run_1/m1.png
The bar under the picture is 50 um long. Supply wires on this layer in grey.
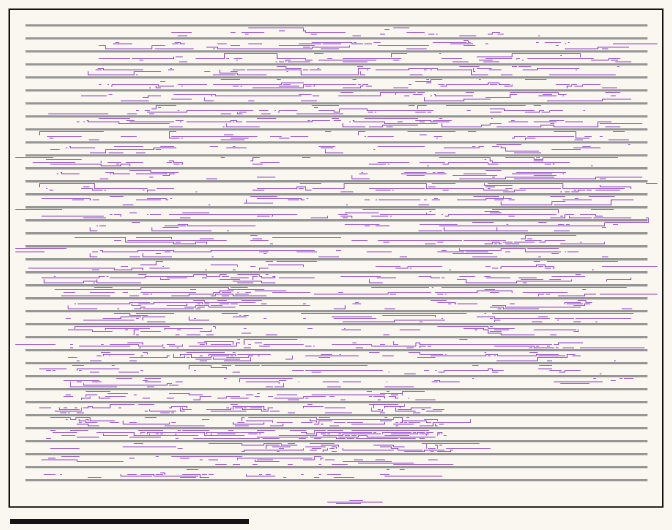
run_1/m2.png
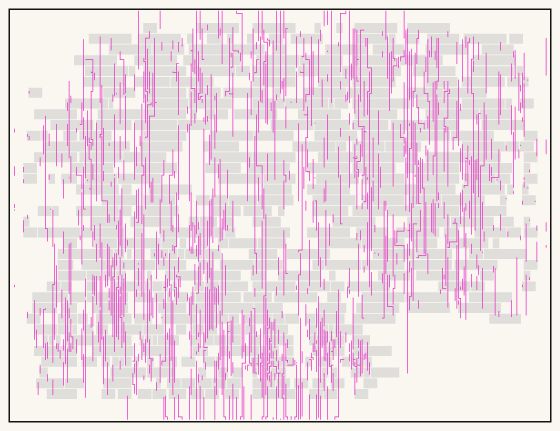
run_1/m3.png
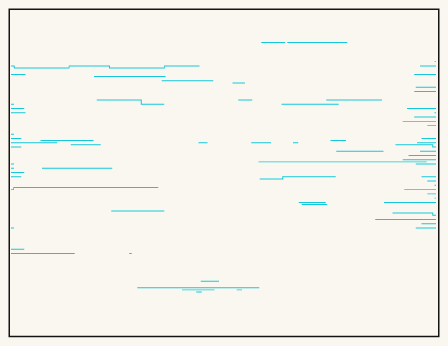
run_1/congestion_map.png
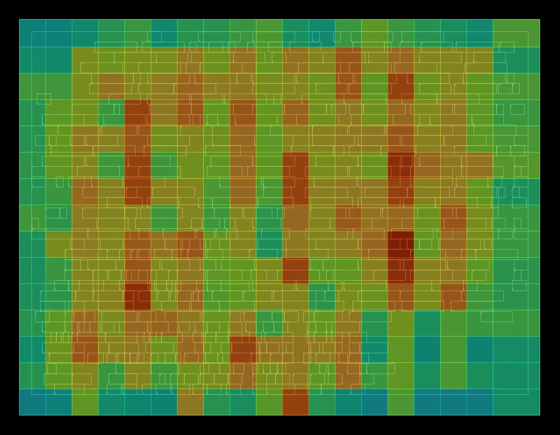
File: config.mk
export PLATFORM = sky130hd
export DESIGN_NAME = instr_fetch_queue
export DESIGN_NICKNAME = d
export VERILOG_FILES = /design/src/rtl/monolit_fetch_pkg.sv /design/src/rtl/fetch_fifo.sv /design/src/rtl/instr_fetch_queue.sv
export SDC_FILE = /design/constraint.sdc
export NUM_CORES = 1
export LEC_CHECK = 0
export CORE_ASPECT_RATIO = 0.75
export CORE_MARGIN = 3
export CORE_UTILIZATION = 48
export DETAILED_ROUTE_END_ITERATION = 8
export PLACE_DENSITY = 0.75
export SYNTH_ARGS = -nofsm -noshare
export SYNTH_HDL_FRONTEND = slang
export SYNTH_SLANG_ARGS = --single-unit
File: constraint.sdc
create_clock -name clk_i -period 2.1 [get_ports clk_i]
set_input_delay 0.315 -clock clk_i [delete_from_list [all_inputs] [get_ports clk_i]]
set_output_delay 0.315 -clock clk_i [all_outputs]
set_load 0.005 [all_outputs]
File: src/rtl/monolit_fetch_pkg.sv
// monolit_fetch_pkg: shared types for the instruction fetch stage
package monolit_fetch_pkg;
  typedef enum logic {FETCH, FLUSH} fetch_state_t;
endpackage

File: src/rtl/fetch_fifo.sv
// fetch_fifo: synchronous prefetch FIFO with flush taking priority over push/pop
module fetch_fifo #(
  parameter int DEPTH = 4,
  parameter int WORD_WIDTH = 32
) (
  input  logic                    clk,
  input  logic                    rst,
  input  logic                    push,
  input  logic                    pop,
  input  logic                    flush,
  input  logic [WORD_WIDTH-1:0]   din,
  output logic [$clog2(DEPTH):0]  count,
  output logic [WORD_WIDTH-1:0]   head
);
  localparam int CW = $clog2(DEPTH) + 1;
  logic [WORD_WIDTH-1:0] mem [DEPTH];
  logic [CW-2:0] rd, wr;
  always_ff @(posedge clk) begin
    if (rst || flush) begin
      rd <= '0;
      wr <= '0;
      count <= '0;
    end else begin
      if (push) wr <= wr + 1'b1;
      if (pop) rd <= rd + 1'b1;
      count <= count + CW'(push) - CW'(pop);
    end
  end
  always_ff @(posedge clk)
    if (push && !flush) mem[wr] <= din;
  assign head = mem[rd];
endmodule

File: src/rtl/instr_fetch_queue.sv
// instr_fetch_queue: credit-limited instruction prefetch with redirect flush
module instr_fetch_queue
  import monolit_fetch_pkg::*;
#(
  parameter int ADDR_WIDTH = 8,
  parameter int WORD_WIDTH = 32,
  parameter int DEPTH = 4,
  parameter logic [ADDR_WIDTH-1:0] RESET_ADDR = '0
) (
  input  logic                  clk_i,
  input  logic                  rst_i,
  input  logic                  redirect_i,
  input  logic [ADDR_WIDTH-1:0] redirect_addr_i,
  output logic                  mem_req_o,
  output logic [ADDR_WIDTH-1:0] mem_addr_o,
  input  logic                  mem_gnt_i,
  input  logic                  mem_rvalid_i,
  input  logic [WORD_WIDTH-1:0] mem_rdata_i,
  output logic                  inst_valid_o,
  output logic [WORD_WIDTH-1:0] inst_o,
  output logic [ADDR_WIDTH-1:0] inst_addr_o,
  input  logic                  inst_ready_i
);
  localparam int CW = $clog2(DEPTH) + 1;
  localparam logic [CW:0] CAP = (CW+1)'(DEPTH);
  fetch_state_t state, state_nx;
  logic [ADDR_WIDTH-1:0] fetch_pc, head_pc;
  logic [CW-1:0] count, outstanding, outstanding_nx;
  logic grant, resp, push, pop;
  // queued plus in-flight words never exceed capacity, so a push always has room
  assign mem_req_o = state == FETCH && !redirect_i && ({1'b0, count} + {1'b0, outstanding}) < CAP;
  assign mem_addr_o = fetch_pc;
  assign grant = mem_req_o && mem_gnt_i;
  assign resp = mem_rvalid_i && outstanding != '0;
  assign push = resp && state == FETCH && !redirect_i;
  assign inst_valid_o = count != '0 && !redirect_i;
  assign pop = inst_valid_o && inst_ready_i;
  assign inst_addr_o = head_pc;
  assign outstanding_nx = outstanding + CW'(grant) - CW'(resp);
  always_comb
    state_nx = (redirect_i || state == FLUSH) ? (outstanding_nx != '0 ? FLUSH : FETCH) : FETCH;
  always_ff @(posedge clk_i)
    state <= rst_i ? FETCH : state_nx;
  always_ff @(posedge clk_i) begin
    if (rst_i) begin
      fetch_pc <= RESET_ADDR;
      head_pc <= RESET_ADDR;
      outstanding <= '0;
    end else begin
      outstanding <= outstanding_nx;
      fetch_pc <= redirect_i ? redirect_addr_i : fetch_pc + ADDR_WIDTH'(grant);
      head_pc <= redirect_i ? redirect_addr_i : head_pc + ADDR_WIDTH'(pop);
    end
  end
  fetch_fifo #(.DEPTH(DEPTH), .WORD_WIDTH(WORD_WIDTH)) u_fifo (
    .clk(clk_i),
    .rst(rst_i),
    .push(push),
    .pop(pop),
    .flush(redirect_i),
    .din(mem_rdata_i),
    .count(count),
    .head(inst_o)
  );
endmodule

==> run_results.csv, run 1 <==
group,metric,value,unit
placement,gp_congestion,0.792,
power_and_ir_drop,peakVddDrop,0.000588,V
logic_synthesis,common_cells,"edfxtp_1, mux4_2, dfxtp_1",
placement,portBuffers,95,
worst_setup_path,regToRegSetupSlack,-0.24,ns
worst_setup_path,required,2.43,ns
power_and_ir_drop,p_leak,2.84,nW
logic_synthesis,aoi_share,3.68,%
die,core_area,12400,sq um
logic_synthesis,synth_stat.cells,326,
final_layout,fillers,832,
route,ant_nets,0,
power_and_ir_drop,p_per_area,910,nW/um^2
logic_synthesis,ys_sh_xor,1.29,%
final_timing,maxSlewViolCount,0,
worst_setup_path,critical_path_class,"reg -> reg",
logic_synthesis,synthArstFlopShare,0,%
logic_synthesis,avgSynthCellArea,18.8,sq um
cts,clkTransAtPathRegs,0.07,ns
final_layout,syn_to_final_growth,35.2,%
logic_synthesis,muxShareOfSynthArea,12.1,%
cts,cts_max_path_buffers,2,
cts,clockRootBuffer,"clkbuf_16",
power_and_ir_drop,power.total,7.54,mW
worst_setup_path,arrival,2.67,ns
global_routing,grt_pass1_vias,3625,
final_timing,fin_ws,-0.241,ns
logic_synthesis,synth_dominant_cell_count,"edfxtp_1",
worst_setup_path,worst_setup_path_end_kind,"register",
logic_synthesis,flop_cell,"edfxtp_1",
route,dr_total_vias,3420,
route,drc,0,
cts,clock_sinks,157,
die,fp-utilization,49.4,%
global_routing,grt-ovfl-total,0,
placement,placed_cell_area,7570,sq um
final_layout,lay_top_count,"edfxtp_1",
final_timing,tightest_slew,0.314,ns
worst_hold_path,hold_depth,3,
logic_synthesis,fp_nets,388,
status,status,"finished, violations left",
worst_setup_path,crit_start,"u_fifo.count[2]",
die,ios,96,
route,first_pass_iters,4,
cts,clock_latency,0.41,ns
die,die_h,104,um
final_timing,setup_viol,3,
route,wl,12300,um
final_timing,hold_slack,0.494,ns
worst_setup_path,r2r_cells,11,
die,row_count,35,
logic_synthesis,netlist_instances,326,
worst_hold_path,min_path_type,"in -> reg",
worst_hold_path,hold_path_end,"mem_addr_o[1]",
placement,dp_hpwl,7820,um
status,violations,"setup timing",
final_timing,hold_viol,0,
global_routing,grt.total_usage,18.1,%
logic_synthesis,area_leaders,"edfxtp_1, mux4_2, dfxtp_1, ha_1, xnor2_1",
cts,cts_max_level,4,
final_timing,rsz0062_at_grt,"yes",
logic_synthesis,syn_area,6130,sq um
logic_synthesis,synth_top_area_share,62.7,%
cts,cts_setup_buffers,2,
cts,cts_tree,"done",
route,wire_per_inst,19.1,um
worst_setup_path,crit_fanout,2,
logic_synthesis,ys_warn_count,0,
final_layout,layout-drive-gt1-share,33.8,%
worst_hold_path,min_from,"redirect_addr_i[1]",
cts,hold_buffers,0,
logic_synthesis,fa_ha_area_share,3.51,%
final_timing,fin_crit_sh,111,%
placement,pre_cts_ws,-0.441,ns
final_timing,setup_tns,-0.444,ns
worst_setup_path,endpoint,"state",
cts,numCtsBuffers,17,
final_layout,final_cell_mix,"edfxtp_1, clkdlybuf4s50_1, mux4_2",
final_layout,num_antenna_cells,0,
logic_synthesis,edf_count,128,
run,max_cap_violations,0,
route,drt_iter0_markers,220,
route,via_per_inst,5.32,
cts,cts_repair_resize_count,78,
final_layout,fin_util,66.9,%
run,warning_count,32,
global_routing,grt_max_degree,33,
final_timing,maxClockFrequency,0.427,GHz
final_layout,design_area,8290,sq um
logic_synthesis,yosys_area,6130,sq um
global_routing,grt_first_pass_wirelength,19300,um
die,chipArea,14200,sq um
final_layout,final_nets,526,
-- m1.png (at the start) --
The layer carries 5470 um of wire. 476 nets have wire on it. The layer holds 44% of the routed length. The longest straight run is 38.6 um.

-- m2.png (at the start) --
485 nets have wire on it. The wires run mostly vertical. The layer holds 49% of the routed length. The layer carries 6060 um of wire.

-- m3.png (at the start) --
66 nets have wire on it. The wires run mostly horizontal. The layer holds 6.0% of the routed length.

-- congestion_map.png (at the start) --
met1 Use GR: 25.0%
met3 Usage GRT: 5.63%

==> run 1: routing by layer <==
| layer | up-vias | routed length (um) | share of wire [%] | GRT usage (%) |
|---|---|---|---|---|
| met5 | - | 0 | 0 | 0 |
| met4 | 0 | 38 | 0.31 | 3.88 |
| met3 | 4 | 739 | 6.0 | 5.63 |
| met2 | 100 | 6060 | 49 | 28.6 |
| met1 | 1732 | 5470 | 44 | 25.0 |
| li1 | 1584 | - | - | - |
==> run 1: power breakdown <==
part | switching (mW) | leakage (nW) | internal (mW)
Clock | 1.24 | 0.265 | 1.65
Sequential | 0.0825 | 1.40 | 3.52
Combinational | 0.449 | 1.18 | 0.593
==> run 1: cell type report <==
| type | instances | area [sq um] | area share, % |
|---|---|---|---|
| clock buffer | 17 | 425 | 5.13 |
| clock inverter | 15 | 139 | 1.68 |
| timing repair buffer | 130 | 1300 | 15.7 |
| multi-input combinational | 146 | 1740 | 20.9 |
| sequential | 157 | 4430 | 53.5 |
| inverter | 12 | 45.0 | 0.544 |
| tap | 166 | 208 | 2.51 |
==> run 1: critical path, stage by stage, from the launching register on <==
cell      delay, ns
dfxtp_2        0.34
ha_4           0.23
nor3_2         0.11
and3_4         0.22
nand2_4        0.05
ha_4           0.26
inv_2          0.04
ha_4           0.15
fa_2           0.36
xnor2_2        0.14
xnor2_1        0.14
a211oi_1       0.22
==> run 1: registers in the layout (all words and copies together) (netlist names), named ones only <==
| signal | count |
|---|---|
| mem_addr_o | 8 |
| u_fifo.count | 3 |
| u_fifo.wr | 2 |
| u_fifo.mem | 128 |
| outstanding | 3 |
| u_fifo.rd | 2 |
| inst_addr_o | 8 |
| state | 1 |
run_1/class_map.png
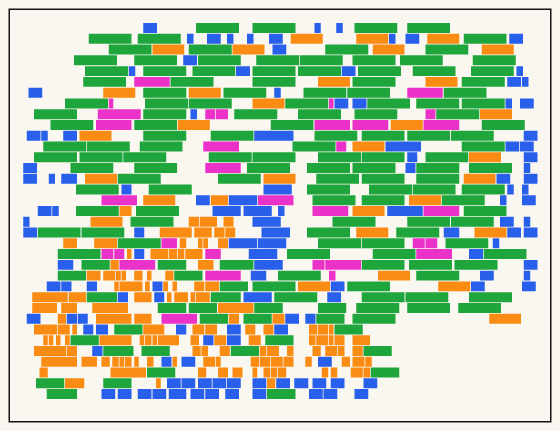

==> run 2, diff against run 1 <==
--- a/config.mk
+++ b/config.mk
@@ -9,6 +9,7 @@
 export CORE_MARGIN = 3
 export CORE_UTILIZATION = 48
 export DETAILED_ROUTE_END_ITERATION = 8
+export GPL_TIMING_DRIVEN = 0
 export PLACE_DENSITY = 0.75
 export SYNTH_ARGS = -nofsm -noshare
 export SYNTH_HDL_FRONTEND = slang
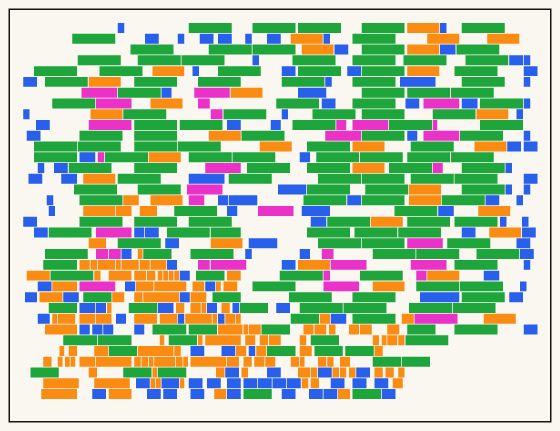
run_2/class_map.png
Orange shows remaining logic cells, cells 158. Green shows registers, cells 157. Blue shows remaining buffers and delay cells, cells 135. Magenta shows clock drivers and dummy loads, cells 32.

==> run 2 against run 1 <==
Against the previous run:
- area after synthesis stayed put
- the run still ends with setup timing left
- sequential power hardly changed
- clock power is 4% higher
- via count is 2.1% higher
- sequential share of layout area is 0.18 points lower
- core utilization is 0.34 points higher
- maximum frequency is 1.7% higher
- critical path type unchanged
- flip-flop count stayed put
- count of clock-buffer cells in the layout stayed put
- first-iteration DRC count is 6.4% higher
==> run_results.csv, run 2 <==
group,metric,value,unit
final_timing,maxSlewViolCount,0,
logic_synthesis,syn_area,6130,sq um
cts,numCtsBuffers,17,
logic_synthesis,synth_top_area_share,62.7,%
logic_synthesis,synth_dominant_cell_count,"edfxtp_1",
logic_synthesis,area_leaders,"edfxtp_1, mux4_2, dfxtp_1, ha_1, xnor2_1",
logic_synthesis,yosys_area,6130,sq um
final_layout,final_nets,531,
placement,pre_cts_ws,-0.844,ns
run,max_cap_violations,0,
global_routing,grt.total_usage,18.5,%
global_routing,grt-ovfl-total,0,
global_routing,grt_max_degree,33,
logic_synthesis,muxShareOfSynthArea,12.1,%
worst_setup_path,required,2.44,ns
logic_synthesis,synth_stat.cells,326,
run,warning_count,32,
logic_synthesis,edf_count,128,
final_timing,fin_ws,-0.201,ns
worst_setup_path,arrival,2.64,ns
final_layout,layout-drive-gt1-share,35.9,%
worst_setup_path,critPathMaxStageDelay,0.35,ns
global_routing,busiest_layer,"met2",
global_routing,globalRouteMet2Util,28.5,%
final_timing,hold_viol,0,
cts,cts_max_path_buffers,2,
final_layout,regMostFlops,"u_fifo.mem",
final_timing,fin_crit_sh,110,%
worst_hold_path,min_path_type,"in -> reg",
route,via_per_inst,5.39,
logic_synthesis,fa_ha_area_share,3.51,%
route,ant_nets,0,
global_routing,grt_pass1_vias,3645,
power_and_ir_drop,peakVddDrop,0.000716,V
worst_setup_path,cp_cell_sequence,"ha_4 -> nor3_4 -> and3_4 -> nand2_4 -> ha_4 -> inv_2 -> ha_4 -> fa_2 -> xnor2_2 -> xnor2_2 -> a211oi_2",
die,fp-utilization,49.4,%
route,dr_total_vias,3493,
worst_setup_path,critical_path_class,"reg -> reg",
die,row_count,35,
worst_setup_path,crit_fanout,2,
final_layout,num_antenna_cells,0,
logic_synthesis,flop_cell,"edfxtp_1",
route,wl,12800,um
worst_setup_path,worst_setup_path_end_kind,"register",
global_routing,grt_first_pass_wirelength,19500,um
cts,clockRootBuffer,"clkbuf_16",
worst_setup_path,r2r_cells,11,
final_timing,tightest_slew,0.905,ns
placement,dp_hpwl,7600,um
final_timing,maxClockFrequency,0.435,GHz
power_and_ir_drop,power.total,7.72,mW
power_and_ir_drop,p_leak,2.88,nW
logic_synthesis,ys_warn_count,0,
placement,placed_cell_area,7310,sq um
route,first_pass_iters,4,
route,drc,0,
die,chipArea,14200,sq um
final_layout,design_area,8330,sq um
placement,gp_congestion,0.881,
power_and_ir_drop,p_per_area,927,nW/um^2
cts,cts_max_level,4,
logic_synthesis,yosys.area.top_type,"edfxtp_1",
final_layout,syn_to_final_growth,35.9,%
worst_setup_path,crit_cells,11,
logic_synthesis,common_cells,"edfxtp_1, mux4_2, dfxtp_1",
final_timing,hold_slack,0.491,ns
cts,cts_tree,"done",
final_layout,largest_register_ffs,128,
final_timing,setup_tns,-0.384,ns
status,status,"finished, violations left",
final_layout,final_cell_mix,"edfxtp_1, clkdlybuf4s50_1, mux4_2",
logic_synthesis,synthArstFlopShare,0,%
final_timing,rsz0062_at_grt,"yes",
worst_setup_path,crit_family,"adder cells",
final_layout,fin_util,67.2,%
die,die_h,104,um
global_routing,grt_util_met3,6.02,%
die,ios,96,
status,violations,"setup timing",
cts,clock_latency,0.41,ns
worst_setup_path,regToRegSetupSlack,-0.20,ns
global_routing,met1_usage,25.7,%
final_timing,setup_viol,3,
worst_setup_path,path_buffers,1,
route,drt_iter0_markers,234,
route,wire_per_inst,19.7,um
worst_setup_path,critical_path.slowest_cell,"dfxtp_4",
cts,clkTransAtPathRegs,0.06,ns
cts,hold_buffers,0,
logic_synthesis,netlist_instances,326,
logic_synthesis,aoi_share,3.68,%
worst_setup_path,crit_top_cell,"ha_4",
die,core_area,12400,sq um
worst_setup_path,crit_start,"u_fifo.count[2]",
logic_synthesis,fp_nets,388,
logic_synthesis,ys_sh_xor,1.29,%
global_routing,antenna_found_initial,1,
final_layout,lay_top_count,"edfxtp_1",
cts,clock_sinks,157,
logic_synthesis,avgSynthCellArea,18.8,sq um
run 2: cell counts after synthesis:
No cell type changed its count.
run 2: layout make-up:
cell class	count	area [sq um]
Clock inverter	15	160
Tap cell	166	208
Clock buffer	17	425
Timing Repair Buffer	124	1130
Multi-Input combinational cell	146	1790
Sequential cell	157	4440
Inverter	12	45.0
Fill cell	803	4070
Buffer	11	123
run 2: logic make-up after synthesis:
| group | count (synthesis) |
|---|---|
| DFF | 157 |
| and+or+nand+nor | 55 |
| muxes | 34 |
| AOI/OAI and AO/OA | 32 |
| buffers and inverters | 23 |
| adders and majority gates | 16 |
| xor gates and xnor gates | 9 |
run 2: report_power, final:
| group | switching (mW) | internal, mW | total [mW] |
|---|---|---|---|
| clock | 1.24 | 1.77 | 3.01 |
| combinational | 0.484 | 0.607 | 1.09 |
| sequential | 0.0909 | 3.53 | 3.62 |
run 2: how the worst min path moves through the flow:
stage	start	to	slack, ns	cells after the start
finish	redirect_addr_i[0]	inst_addr_o[0]	0.49	3
global route	redirect_addr_i[0]	mem_addr_o[0]	0.51	3
CTS	redirect_addr_i[0]	mem_addr_o[0]	0.48	3
detailed placement	u_fifo.rd[1]	u_fifo.rd[1]	0.49	2
global placement	u_fifo.rd[1]	u_fifo.rd[1]	0.48	2
floorplan	mem_rdata_i[0]	u_fifo.mem[0][0]	0.41	0
run 2: layer usage:
metal	share of wire [%]	routed length (um)
met5	0.055	7
met4	0.49	63
met3	5.7	729
met2	48	6170
met1	45	5800
run 2: timing repair:
| item | CTS | global route |
|---|---|---|
| buffers inserted | 15 | 12 |
| pin swaps | 8 | 13 |
| gates cloned | 1 | 2 |
| gates resized | 116 | 55 |
| endpoints found under the setup margin | 40 | 33 |
==> run 3, diff against run 2 <==
--- a/config.mk
+++ b/config.mk
@@ -9,6 +9,7 @@
 export CORE_MARGIN = 3
 export CORE_UTILIZATION = 48
 export DETAILED_ROUTE_END_ITERATION = 8
+export GPL_ROUTABILITY_DRIVEN = 1
 export GPL_TIMING_DRIVEN = 0
 export PLACE_DENSITY = 0.75
 export SYNTH_ARGS = -nofsm -noshare
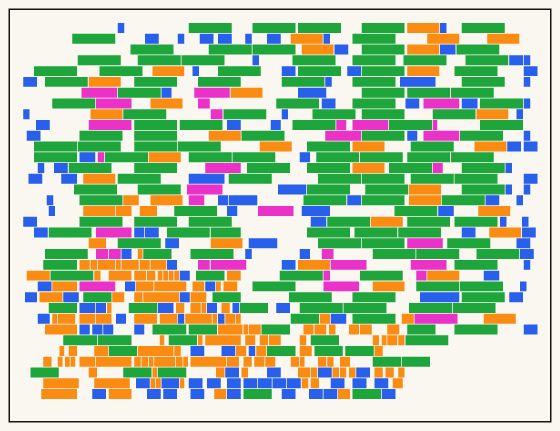
run_3/class_map.png
Orange shows remaining logic cells, cells 158. Green shows registers, cells 157. Blue shows remaining buffers and delay cells, cells 135. Magenta shows clock drivers and dummy loads, cells 32.

==> run 3 against run 2 <==
Against the previous run:
- the flow still finishes with violations (setup timing)
- count of clock-buffer cells in the layout unchanged
- maximum frequency unchanged
- die area unchanged
- setup slack unchanged
- highest routed layer unchanged
==> run_results.csv, run 3 <==
group,metric,value,unit
placement,portBuffers,95,
final_timing,setup_viol,3,
placement,placed_cell_area,7310,sq um
logic_synthesis,yosys_area,6130,sq um
cts,numCtsBuffers,17,
global_routing,grt_pass1_vias,3645,
final_timing,maxClockFrequency,0.435,GHz
logic_synthesis,avgSynthCellArea,18.8,sq um
run,warning_count,32,
logic_synthesis,ys_warn_count,0,
route,drt_iter0_markers,234,
cts,cts_max_level,4,
final_timing,fin_ws,-0.201,ns
die,row_count,35,
logic_synthesis,yosys.area.top_type,"edfxtp_1",
final_timing,maxSlewViolCount,0,
route,drt-met1-wl,5800,um
logic_synthesis,synth_dominant_cell_count,"edfxtp_1",
die,chipArea,14200,sq um
final_layout,syn_to_final_growth,35.9,%
logic_synthesis,synthArstFlopShare,0,%
logic_synthesis,fp_nets,388,
route,drc,0,
cts,cts_max_path_buffers,2,
route,wl,12800,um
final_timing,hold_viol,0,
status,violations,"setup timing",
logic_synthesis,edf_count,128,
global_routing,met1_usage,25.7,%
global_routing,busiest_layer,"met2",
route,ant_nets,0,
run,max_cap_violations,0,
final_layout,largest_register_ffs,128,
worst_setup_path,critical_path.slowest_cell,"dfxtp_4",
final_layout,lay_top_count,"edfxtp_1",
worst_setup_path,cp_cell_sequence,"ha_4 -> nor3_4 -> and3_4 -> nand2_4 -> ha_4 -> inv_2 -> ha_4 -> fa_2 -> xnor2_2 -> xnor2_2 -> a211oi_2",
placement,pre_cts_ws,-0.844,ns
route,wire_per_inst,19.7,um
cts,cts_tree,"done",
status,status,"finished, violations left",
final_layout,regMostFlops,"u_fifo.mem",
logic_synthesis,area_leaders,"edfxtp_1, mux4_2, dfxtp_1, ha_1, xnor2_1",
worst_setup_path,arrival,2.64,ns
worst_setup_path,crit_family,"adder cells",
route,route.met2.wl,6170,um
power_and_ir_drop,p_per_area,927,nW/um^2
logic_synthesis,synth_top_area_share,62.7,%
route,first_pass_iters,4,
worst_hold_path,min_path_type,"in -> reg",
cts,clockRootBuffer,"clkbuf_16",
final_timing,fin_crit_sh,110,%
worst_setup_path,critical_path_class,"reg -> reg",
global_routing,grt_first_pass_wirelength,19500,um
logic_synthesis,synth_stat.cells,326,
route,wl_met3,729,um
cts,clkTransAtPathRegs,0.06,ns
final_timing,tightest_slew,0.905,ns
worst_setup_path,path_buffers,1,
route,dr_total_vias,3493,
power_and_ir_drop,p_leak,2.88,nW
final_timing,rsz0062_at_grt,"yes",
placement,dp_hpwl,7600,um
global_routing,grt-ovfl-total,0,
worst_setup_path,crit_top_cell,"ha_4",
power_and_ir_drop,power.total,7.72,mW
run 3: worst paths after layout:
kind | end | cells past startpoint | slack (ns) | start
setup / recovery | state | 11 | -0.20 | u_fifo.count[2]
hold / removal | inst_addr_o[0] | 3 | 0.49 | redirect_addr_i[0]
setup reg to reg | state | 11 | -0.20 | u_fifo.count[2]
hold reg to reg | u_fifo.rd[0] | 2 | 0.50 | u_fifo.rd[0]
run 3: final cells by class:
type | count | area (sq um)
multi-input combinational | 146 | 1790
buffer | 11 | 123
inverter | 12 | 45.0
tap | 166 | 208
sequential | 157 | 4440
clock inverter | 15 | 160
timing repair buffer | 124 | 1130
fill | 803 | 4070
clock buffer | 17 | 425
run 3: kinds of logic after synthesis:
| family | synth area share [%] |
|---|---|
| mux | 12.1 |
| xor+xnor | 1.29 |
| fa+ha+maj | 3.51 |
| simple gates | 5.29 |
| buf+inv | 1.94 |
| flops | 72.2 |
| compound gates | 3.68 |
run 3: timing repair:
| item | CTS | global route |
|---|---|---|
| pin swaps | 8 | 13 |
| resized | 116 | 55 |
| buffers inserted | 15 | 12 |
| cloned | 1 | 2 |
| hold buffers | 0 | 0 |
| endpoints found under the setup margin | 40 | 33 |
run 3: worst min-delay path, cell delays in order:
cell and delay, ns:
clkdlybuf4s50_1 0.40, nand2_1 0.08, a21oi_1 0.06
run 3: power breakdown:
group	total (mW)	switching [mW]	internal, mW
sequential	3.62	0.0909	3.53
combinational	1.09	0.484	0.607
clock	3.01	1.24	1.77
run 3: stage by stage:
stage	instances	hold WS (ns)	utilization [%]
after global placement	587	0.476	58.9
after global routing	648	0.511	67.2
after CTS	635	0.484	65.8
after detailed placement	587	0.487	59.0
after floorplan	326	0.414	-
final	648	0.491	67.2
Power figures rest on the tool's default switching activity, not on a simulated workload.
